met2.png
Drawn at 1 px/um. Cells faint in the background.
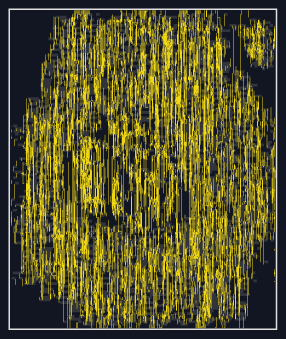
registers.png
Drawn at 1.5 px/um. Other sequential cells in the stronger grey, the rest of the logic in the fainter grey.
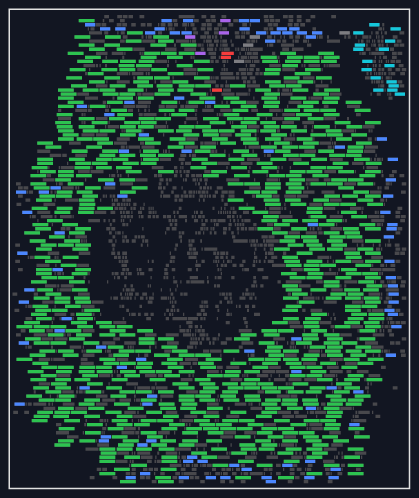
[src/rtl/counter_capture_pkg.sv]
// Shared types and helpers for the counter-pair capture path.
// Record layout, default sizing and the magnitude helper used for divergence flags.
package counter_capture_pkg;

  localparam int DEFAULT_WIDTH = 32;
  localparam int DEFAULT_DEPTH = 8;
  localparam int REC_DIFF_W    = DEFAULT_WIDTH + 1;

  // abs_diff works on a fixed wide container so any WIDTH up to MAX_WIDTH fits.
  localparam int MAX_WIDTH     = 64;

  typedef struct packed {
    logic [DEFAULT_WIDTH-1:0] q0;
    logic [DEFAULT_WIDTH-1:0] q1;
    logic [REC_DIFF_W-1:0]    diff;
    logic                     flag;
  } cap_rec_t;

  function automatic logic [MAX_WIDTH:0] abs_diff(input logic [MAX_WIDTH:0] d);
    logic [MAX_WIDTH:0] mag;
    mag = d[MAX_WIDTH] ? ({(MAX_WIDTH+1){1'b0}} - d) : d;
    return mag;
  endfunction

endpackage

[src/rtl/cap_fifo.sv]
// Synchronous show-ahead FIFO of capture records with a registered head.
// Occupancy is tracked in a level counter; full/empty are derived from it.
module cap_fifo
  import counter_capture_pkg::*;
#(
  parameter type rec_t = cap_rec_t,
  parameter int  DEPTH = DEFAULT_DEPTH
) (
  input  logic                     clk,
  input  logic                     reset,
  input  logic                     push,
  input  logic                     pop,
  input  rec_t                     wdata,
  output logic                     full,
  output logic                     empty,
  output logic [$clog2(DEPTH):0]   level,
  output rec_t                     head
);

  localparam int PW = $clog2(DEPTH);
  localparam int LW = PW + 1;

  rec_t            mem_q [DEPTH];
  logic [PW-1:0]   wr_ptr_q, wr_ptr_d;
  logic [PW-1:0]   rd_ptr_q, rd_ptr_d;
  logic [PW-1:0]   rd_next;
  logic [LW-1:0]   level_q, level_d;
  rec_t            head_q, head_d;
  logic            do_push;
  logic            do_pop;

  always_comb begin
    full     = (level_q == LW'(DEPTH));
    empty    = (level_q == '0);
    do_pop   = pop & ~empty;
    do_push  = push & (~full | do_pop);
    rd_next  = rd_ptr_q + PW'(1);
    wr_ptr_d = do_push ? (wr_ptr_q + PW'(1)) : wr_ptr_q;
    rd_ptr_d = do_pop ? rd_next : rd_ptr_q;

    level_d = level_q;
    case ({do_push, do_pop})
      2'b10:   level_d = level_q + LW'(1);
      2'b01:   level_d = level_q - LW'(1);
      default: level_d = level_q;
    endcase

    // The head register is loaded with whatever becomes the oldest entry after this edge.
    head_d = head_q;
    if (do_push && (empty || (do_pop && level_q == LW'(1)))) begin
      head_d = wdata;
    end else if (do_pop && level_q > LW'(1)) begin
      head_d = mem_q[rd_next];
    end
  end

  always_ff @(posedge clk) begin
    if (reset) begin
      wr_ptr_q <= '0;
      rd_ptr_q <= '0;
      level_q  <= '0;
      head_q   <= '0;
    end else begin
      wr_ptr_q <= wr_ptr_d;
      rd_ptr_q <= rd_ptr_d;
      level_q  <= level_d;
      head_q   <= head_d;
    end
  end

  always_ff @(posedge clk) begin
    if (do_push && !reset) begin
      mem_q[wr_ptr_q] <= wdata;
    end
  end

  assign level = level_q;
  assign head  = head_q;

endmodule

[src/rtl/counter_pair_capture.sv]
// Captures q0/q1 pairs with their signed difference and divergence flag into a FIFO.
// Dropped captures on a full FIFO raise a sticky overflow and a saturating drop count.
module counter_pair_capture
  import counter_capture_pkg::*;
#(
  parameter int WIDTH      = DEFAULT_WIDTH,
  parameter int DEPTH      = DEFAULT_DEPTH,
  parameter int DIFF_LIMIT = 4,
  parameter int DROP_W     = 16
) (
  input  logic                     clk,
  input  logic                     reset,
  input  logic                     cap_en,
  input  logic [WIDTH-1:0]         q0,
  input  logic [WIDTH-1:0]         q1,
  output logic                     out_valid,
  input  logic                     out_ready,
  output logic [WIDTH-1:0]         out_q0,
  output logic [WIDTH-1:0]         out_q1,
  output logic [WIDTH:0]           out_diff,
  output logic                     out_flag,
  output logic [$clog2(DEPTH):0]   level,
  output logic                     overflow,
  output logic [DROP_W-1:0]        drop_cnt,
  input  logic                     clr_ovf
);

  typedef struct packed {
    logic [WIDTH-1:0] q0;
    logic [WIDTH-1:0] q1;
    logic [WIDTH:0]   diff;
    logic             flag;
  } rec_t;

  rec_t                rec_in;
  rec_t                head;
  logic signed [WIDTH:0] diff_s;
  logic [MAX_WIDTH:0]  diff_ext;
  logic [MAX_WIDTH:0]  mag;
  logic                full;
  logic                empty;
  logic                pop;
  logic                drop;
  logic                overflow_q, overflow_d;
  logic [DROP_W-1:0]   drop_cnt_q, drop_cnt_d;

  always_comb begin
    diff_s   = signed'({1'b0, q0} - {1'b0, q1});
    diff_ext = (MAX_WIDTH+1)'(diff_s);
    mag      = abs_diff(diff_ext);

    rec_in.q0   = q0;
    rec_in.q1   = q1;
    rec_in.diff = diff_s;
    rec_in.flag = (mag > (MAX_WIDTH+1)'(DIFF_LIMIT));
  end

  assign out_valid = ~empty;
  assign pop       = out_valid & out_ready;
  assign drop      = cap_en & full & ~pop;

  cap_fifo #(
    .rec_t (rec_t),
    .DEPTH (DEPTH)
  ) u_fifo (
    .clk   (clk),
    .reset (reset),
    .push  (cap_en),
    .pop   (pop),
    .wdata (rec_in),
    .full  (full),
    .empty (empty),
    .level (level),
    .head  (head)
  );

  // A drop in the same cycle as a clear restarts the count at one.
  always_comb begin
    overflow_d = overflow_q;
    drop_cnt_d = drop_cnt_q;
    if (drop) begin
      overflow_d = 1'b1;
      if (clr_ovf) begin
        drop_cnt_d = DROP_W'(1);
      end else if (drop_cnt_q != {DROP_W{1'b1}}) begin
        drop_cnt_d = drop_cnt_q + DROP_W'(1);
      end
    end else if (clr_ovf) begin
      overflow_d = 1'b0;
      drop_cnt_d = '0;
    end
  end

  always_ff @(posedge clk) begin
    if (reset) begin
      overflow_q <= 1'b0;
      drop_cnt_q <= '0;
    end else begin
      overflow_q <= overflow_d;
      drop_cnt_q <= drop_cnt_d;
    end
  end

  assign overflow = overflow_q;
  assign drop_cnt = drop_cnt_q;
  assign out_q0   = head.q0;
  assign out_q1   = head.q1;
  assign out_diff = head.diff;
  assign out_flag = head.flag;

endmodule

[config.mk]
export PLATFORM = sky130hd
export DESIGN_NAME = counter_pair_capture
export DESIGN_NICKNAME = d
export VERILOG_FILES = /design/src/rtl/counter_capture_pkg.sv /design/src/rtl/cap_fifo.sv /design/src/rtl/counter_pair_capture.sv
export SDC_FILE = /design/constraint.sdc
export NUM_CORES = 1
export LEC_CHECK = 0
export CAP_MARGIN = 30
export CORE_ASPECT_RATIO = 1.2
export CORE_UTILIZATION = 45
export DETAILED_ROUTE_END_ITERATION = 6
export PLACE_DENSITY_LB_ADDON = 0.25
export SLEW_MARGIN = 30
export SYNTH_ARGS = -nofsm -noshare
export SYNTH_HDL_FRONTEND = slang
export SYNTH_SLANG_ARGS = --single-unit
[constraint.sdc]
create_clock -name clk -period 33 [get_ports clk]
set_input_delay 6.6 -clock clk [delete_from_list [all_inputs] [get_ports clk]]
set_output_delay 6.6 -clock clk [all_outputs]
set_load 0.005 [all_outputs]
==> summary.log <==
INFO  clocking       clockBufferDepth=3
INFO  critical_path  worst-setup-path-type=in -> reg
INFO  cells_and_area layout-area-overhead-vs-synth=16.47%
INFO  logic_synthesis synth_top_flop_cell=edfxtp_1
INFO  clocking       cts_root_buffer_type=clkbuf_16
INFO  clocking       cts_buffers=90
INFO  drt            post_drt_via_cell_ratio=5.966
INFO  sta            fmaxAchievable=82.96MHz
INFO  cells_and_area layout.area.seq=26050um2
INFO  sta            timing.clock.skew=0.02210ns
INFO  logic_synthesis ys_seq_frac=0.6931
INFO  clocking       tritoncts=yes
INFO  sta            fin_setup_tns=0ns
INFO  floorplanning  top_level_ports=189
INFO  logic_synthesis simple_gate_share=0.07045
INFO  critical_path  critical_path_arrival=12.41ns
INFO  logic_synthesis synth.net_count=2502
INFO  sta            finalMaxSlewViolations=0
INFO  floorplanning  die_h=318.6um
INFO  floorplanning  die_area=84670um2
INFO  critical_path  slack_of_the_worst_reg_to_reg_path=28.88ns
INFO  flow_run       openroad.warnings=28
INFO  run_status     status=finished, final reports clean
INFO  global_route   gr-usage-met2=0.4120
INFO  worst_hold_path hold_path.class=reg -> reg
INFO  sta            unrepaired_setup_endpoints_after_global_routing=false
INFO  logic_synthesis largest_area_cell=edfxtp_1
INFO  critical_path  worst_setup_path_start_kind=input port
INFO  global_route   maximum_number_of_pins_on_one_net_before_global_route_repair=63
INFO  critical_path  timing.critical_path.fanout_max=12
INFO  logic_synthesis yosys.stat.chipArea=37580um2
INFO  clocking       postCtsSetupBuffers=0
INFO  power          pwr_dens=76.51nW/um2
INFO  logic_synthesis syn-mean-instance-area=15.70um2
INFO  global_route   grt_pass1_wl=148300um
INFO  cells_and_area layout.cells.most_common_list=edfxtp_1, nand2_1, mux4_2, clkdlybuf4s50_1, nor2_1
INFO  clocking       clock_pin_slew_on_the_worst_setup_and_hold_paths=0.06ns
INFO  power          vdd_ir_drop_max=0.04952mV
INFO  sta            layout_worst_path_cycle_share=0.3653
INFO  global_route   grt.total_usage=0.2361
INFO  logic_synthesis async_flop_share=0
INFO  cells_and_area layout.cells.most_common=edfxtp_1
INFO  sta            layout_min_cycle_time=12.05ns
INFO  cells_and_area layout-drive-gt1-share=0.1586
INFO  power          p_leak=14.20nW
INFO  drt            drt.antenna.violating_nets=0
INFO  logic_synthesis total_cells_reported_by_yosys_after_synthesis=2393
INFO  cells_and_area n_fill_cell=6714
INFO  sta            timing_hold_violations_final=0
-- met2.png (at the start) --
main direction: vertical
wire length on this layer: 51.4 mm

-- registers.png (at the start) --
| colour | netlist name | flops |
|---|---|---|
| red | u_fifo.rd_ptr_q | 3 |
| cyan | drop_cnt | 16 |
| purple | u_fifo.level | 4 |
| green | u_fifo.mem_q | 784 |
| blue | u_fifo.head | 98 |
not coloured: 4
final core occ: 0.5318
fraction of area in registers: 0.5952
sequential power: 1.39 mW

==> critical path, cell delays in order <==
cell and delay, ns:
clkdlybuf4s50_1 0.82, ha_1 0.26, inv_1 0.06, fa_1 0.42, a21o_1 0.20, a221oi_1 0.48
o21ai_0 0.21, xnor2_1 0.49, o211ai_2 0.22, nor3_2 0.50, nand3_1 0.46, or4_1 0.62
o211a_1 0.23, a211oi_1 0.22, or4b_1 0.61
==> layer usage <==
layer  vias up  share of wire
li1       9818              -
met1     11760           0.41
met2       742           0.52
met3       145          0.047
met4         0          0.029
met5         -              0
==> registers in the layout, summed over array words and instances (netlist names) <==
| signal | flops |
|---|---|
| u_fifo.mem_q | 784 |
| overflow | 1 |
| u_fifo.wr_ptr_q | 3 |
| drop_cnt | 16 |
| u_fifo.level | 4 |
| u_fifo.head | 98 |
| u_fifo.rd_ptr_q | 3 |
==> synthesized netlist by cell type (20+ instances only) <==
library cell	number
edfxtp_1	784
nand2_1	265
mux4_2	196
nor2_1	178
a21oi_1	146
dfxtp_1	125
clkbuf_1	105
a221oi_1	100
inv_1	59
o21ai_0	41
ha_1	39
buf_1	28
nor3_1	24
nand4_1	23
xor2_1	22
nand3_1	20
==> worst paths after layout <==
path / from / endpoint / depth (start not counted)
setup / recovery: q1[0] / u_fifo.mem_q[5][0] / 15
hold / removal: overflow / overflow / 2
hold reg to reg: overflow / overflow / 2
setup reg to reg: u_fifo.level[0] / u_fifo.mem_q[1][71] / 8
==> layout make-up <==
cell class	count	area share
Sequential cell	909	0.5952
Multi-Input combinational cell	1287	0.2501
Clock buffer	129	0.05963
Timing Repair Buffer	229	0.05094
Tap cell	1111	0.03176
Clock inverter	39	0.007090
Inverter	61	0.005231
Antenna cell	1	0.00005717
==> logic make-up after synthesis <==
family / after synthesis
adders and majority gates: 40
muxes: 206
xor gates and xnor gates: 34
and+or+nand+nor: 599
DFF: 909
AOI/OAI and AO/OA: 408
buffers and inverters: 197
==> power breakdown <==
group / switching (mW) / leakage [nW] / internal (mW)
sequential: 0.0538 / 8.12 / 1.34
clock: 0.425 / 1.45 / 0.582
combinational: 0.508 / 4.63 / 0.444
==> through the flow <==
stage | area [um2] | instances | hold slack, ns | setup slack, ns | power, mW
after detailed placement | 40800 | 3596 | 0.4800 | 20.43 | 2.376
after floorplan | 37580 | 2393 | 0.4400 | 15.05 | 2.028
after global routing | 43770 | 3766 | 0.5015 | 20.61 | 3.496
after CTS | 43720 | 3764 | 0.4931 | 21.07 | 3.384
final | 43770 | 3766 | 0.4915 | 20.95 | 3.349
after global placement | 40750 | 3595 | 0.4812 | 20.56 | 2.365
Power figures rest on the tool's default switching activity, not on a simulated workload.
